--- config.mk ---
export PLATFORM = sky130hd
export DESIGN_NAME = apb4_master
export DESIGN_NICKNAME = d
export VERILOG_FILES = /design/src/rtl/apb4_master.sv
export SDC_FILE = /design/constraint.sdc
export NUM_CORES = 1
export LEC_CHECK = 0
export CAP_MARGIN = 5
export CORE_MARGIN = 2
export CORE_UTILIZATION = 30
export DETAILED_ROUTE_END_ITERATION = 16
export PLACE_DENSITY = 0.63
export SETUP_SLACK_MARGIN = 0.05
export SYNTH_ARGS = -nofsm -noshare
export SYNTH_HDL_FRONTEND = slang
export SYNTH_SLANG_ARGS = --single-unit
--- constraint.sdc ---
create_clock -name PCLK -period 2.4 [get_ports PCLK]
set_input_delay 0.48 -clock PCLK [delete_from_list [all_inputs] [get_ports PCLK]]
set_output_delay 0.48 -clock PCLK [all_outputs]
set_load 0.02 [all_outputs]
--- src/rtl/apb4_master.sv ---
// ============================================================================
// apb4_master : valid/ready command/response to APB4 SETUP/ACCESS initiator
// Revision    : 1.0
// ============================================================================
`default_nettype none

module apb4_master #(
  parameter int PADDR_SIZE = 16,
  parameter int PDATA_SIZE = 32,
  parameter int TIMEOUT    = 255
) (
  input  logic                    PRESETn,
  input  logic                    PCLK,
  input  logic                    cmd_valid,
  output logic                    cmd_ready,
  input  logic [PADDR_SIZE-1:0]   cmd_addr,
  input  logic                    cmd_write,
  input  logic [PDATA_SIZE-1:0]   cmd_wdata,
  input  logic [PDATA_SIZE/8-1:0] cmd_strb,
  input  logic [2:0]              cmd_prot,
  output logic                    rsp_valid,
  input  logic                    rsp_ready,
  output logic [PDATA_SIZE-1:0]   rsp_rdata,
  output logic                    rsp_err,
  output logic                    rsp_timeout,
  output logic                    PSEL,
  output logic                    PENABLE,
  output logic [PADDR_SIZE-1:0]   PADDR,
  output logic                    PWRITE,
  output logic [PDATA_SIZE/8-1:0] PSTRB,
  output logic [PDATA_SIZE-1:0]   PWDATA,
  output logic [2:0]              PPROT,
  input  logic [PDATA_SIZE-1:0]   PRDATA,
  input  logic                    PREADY,
  input  logic                    PSLVERR
);

  localparam int C_STRB_W = PDATA_SIZE / 8;
  // A disabled timeout still needs a legal (1-bit) counter.
  localparam int C_CNT_W  = (TIMEOUT > 0) ? $clog2(TIMEOUT + 1) : 1;

  typedef enum logic [1:0] {
    IDLE   = 2'd0,
    SETUP  = 2'd1,
    ACCESS = 2'd2,
    RESP   = 2'd3
  } state_t;

  state_t                r_state, w_state_nxt;
  logic [C_CNT_W-1:0]    r_wait_cnt, w_wait_cnt_nxt;
  logic                  w_psel, w_penable, w_pwrite;
  logic [PADDR_SIZE-1:0] w_paddr;
  logic [C_STRB_W-1:0]   w_pstrb;
  logic [PDATA_SIZE-1:0] w_pwdata, w_rsp_rdata;
  logic [2:0]            w_pprot;
  logic                  w_rsp_valid, w_rsp_err, w_rsp_timeout;
  logic                  w_timeout;

  assign cmd_ready = (r_state == IDLE);
  // Completion has priority: only a cycle with PREADY low can time out.
  assign w_timeout = (TIMEOUT != 0) && (r_wait_cnt == C_CNT_W'(TIMEOUT)) && !PREADY;

  always_comb begin
    w_state_nxt    = r_state;
    w_wait_cnt_nxt = r_wait_cnt;
    w_psel         = PSEL;
    w_penable      = PENABLE;
    w_paddr        = PADDR;
    w_pwrite       = PWRITE;
    w_pstrb        = PSTRB;
    w_pwdata       = PWDATA;
    w_pprot        = PPROT;
    w_rsp_valid    = rsp_valid;
    w_rsp_rdata    = rsp_rdata;
    w_rsp_err      = rsp_err;
    w_rsp_timeout  = rsp_timeout;
    case (r_state)
      IDLE: begin
        if (cmd_valid) begin
          w_paddr        = cmd_addr;
          w_pwrite       = cmd_write;
          w_pwdata       = cmd_wdata;
          w_pstrb        = cmd_write ? cmd_strb : '0;
          w_pprot        = cmd_prot;
          w_psel         = 1'b1;
          w_wait_cnt_nxt = '0;
          w_state_nxt    = SETUP;
        end
      end
      SETUP: begin
        w_penable   = 1'b1;
        w_state_nxt = ACCESS;
      end
      ACCESS: begin
        if (PREADY) begin
          w_rsp_rdata   = PWRITE ? '0 : PRDATA;
          w_rsp_err     = PSLVERR;
          w_rsp_timeout = 1'b0;
          w_rsp_valid   = 1'b1;
          w_psel        = 1'b0;
          w_penable     = 1'b0;
          w_state_nxt   = RESP;
        end else if (w_timeout) begin
          w_rsp_rdata   = '0;
          w_rsp_err     = 1'b1;
          w_rsp_timeout = 1'b1;
          w_rsp_valid   = 1'b1;
          w_psel        = 1'b0;
          w_penable     = 1'b0;
          w_state_nxt   = RESP;
        end else begin
          w_wait_cnt_nxt = r_wait_cnt + 1'b1;
        end
      end
      RESP: begin
        if (rsp_ready) begin
          w_rsp_valid = 1'b0;
          w_state_nxt = IDLE;
        end
      end
      default: w_state_nxt = IDLE;
    endcase
  end

  always_ff @(posedge PCLK or negedge PRESETn) begin
    if (!PRESETn) begin
      r_state     <= IDLE;
      r_wait_cnt  <= '0;
      PSEL        <= 1'b0;
      PENABLE     <= 1'b0;
      PADDR       <= '0;
      PWRITE      <= 1'b0;
      PSTRB       <= '0;
      PWDATA      <= '0;
      PPROT       <= '0;
      rsp_valid   <= 1'b0;
      rsp_rdata   <= '0;
      rsp_err     <= 1'b0;
      rsp_timeout <= 1'b0;
    end else begin
      r_state     <= w_state_nxt;
      r_wait_cnt  <= w_wait_cnt_nxt;
      PSEL        <= w_psel;
      PENABLE     <= w_penable;
      PADDR       <= w_paddr;
      PWRITE      <= w_pwrite;
      PSTRB       <= w_pstrb;
      PWDATA      <= w_pwdata;
      PPROT       <= w_pprot;
      rsp_valid   <= w_rsp_valid;
      rsp_rdata   <= w_rsp_rdata;
      rsp_err     <= w_rsp_err;
      rsp_timeout <= w_rsp_timeout;
    end
  end

endmodule

`default_nettype wire

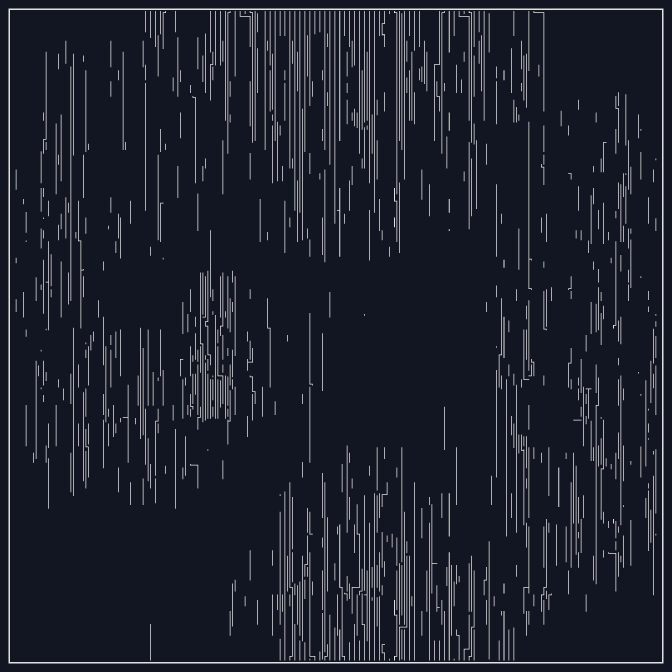
*Met2 routing*
nets with wire on the layer: 521
main direction: vertical
share of all routed wire: 49%

==> reports/qor.yml <==
synth_seq_share: 0.633
cts-htree-levels: 3
n_fill_cell: 1181
setup_viol: 0
hold_ws_ps: 122
drive_above_1_share: 0.177
maxCapViolCount: 0
hold_viol: 0
core_area_um2: 13200
synthSimpleGateAreaFrac: 0.0581
instances_no_fill: 651
inv_count: 3
logic_family: "multiplexers"
setup_tns_ps: 0
status: "finished, final reports clean"
wl_met2_mm: 5.06
tightest_slew_ps: 550
wl_met1_mm: 4.39
grt_usage: 0.141
drtIter0Drc: 152
max-clock-path-buffers: 2
busiest_layer: "met2"
wl_met3_um: 618
final_cell_mix: "clkdlybuf4s50_1, dfrtp_1, mux2_2"
lay_top_count: "clkdlybuf4s50_1"
final_util: 0.487
crit_path_end_kind: "primary output"
crit_arrival_ps: 1750
io_buffers: 187
initial_core_util: 0.308
p_total_mw: 8.71
slew_headroom: 0.634
antenna_found_initial: 0
dp.cells: 635
dominant_cells: "flip-flops and latches"
vias: 3037
routed_wirelength_mm: 10.2
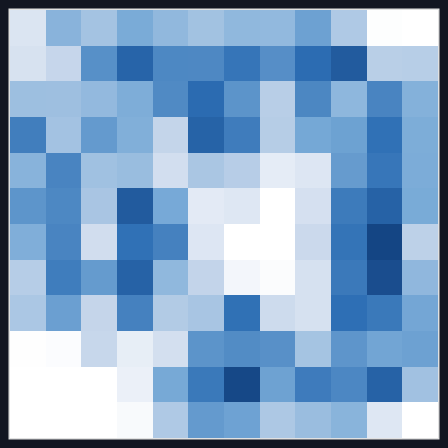
*Cell area per tile*
The die is cut into 12 by 12 equal tiles; white is low, dark blue is high, 0 to 100% covered.
mean over tiles: 43%
fullest tile: 92%
emptiest ninth of the die: south-west
tiles over 75% full: 8.3%

-- cell families (layout without fill, tap and decap cells) --
logic type / after synthesis / after routing
buf+inv: 17 / 212
mux: 54 / 54
flops: 103 / 103
compound gates: 62 / 62
simple gates: 40 / 40
fa+ha+maj: 4 / 4
-- cells in the mapped netlist (all sizes together) --
cell type | number | area (um^2)
nor2b | 1 | 6.26
o22a | 2 | 17.5
and3 | 5 | 41.3
nand3b | 2 | 27.5
o21ai | 11 | 55.1
and4 | 1 | 11.3
o211ai | 1 | 7.51
or2b | 1 | 7.51
inv | 3 | 11.3
nand2b | 5 | 31.3
buf | 13 | 83.8
a21o | 1 | 7.51
a2111oi | 1 | 27.5
a21oi | 4 | 20.0
o21a | 1 | 7.51
dfrtp | 103 | 2580
clkbuf | 1 | 3.75
nand3 | 3 | 15.0
nor4 | 1 | 6.26
a2bb2oi | 1 | 8.76
a22o | 36 | 315
a211o | 1 | 8.76
o221ai | 1 | 8.76
a41oi | 1 | 8.76
or3 | 1 | 6.26
or2 | 1 | 6.26
nor2 | 3 | 11.3
ha | 4 | 50.1
o2bb2ai | 1 | 8.76
mux2 | 54 | 608
nand2 | 15 | 58.8
nor3b | 1 | 7.51
-- state kept, by name, indices dropped and copies added, names as in the netlist --
register	flops
r_state	2
rsp_err	1
PENABLE	1
PPROT	3
rsp_valid	1
PSTRB	4
PADDR	16
PWDATA	32
PSEL	1
r_wait_cnt	8
rsp_timeout	1
rsp_rdata	32
PWRITE	1
-- where the power goes --
part	leakage (nW)	switching, mW	internal [mW]
clock	0.135	0.616	0.762
combinational	1.32	2.03	2.30
sequential	1.27	0.445	2.56
total	2.72	3.09	5.62
-- critical path, delay by kind of cell (launching register included) --
family / cells / cell delay [ps]
buffers and inverters: 2 / 740
flip-flops: 1 / 400
adder cells (fa/ha/maj): 1 / 280
No activity file was given, so power comes from the tool's default toggle rates.
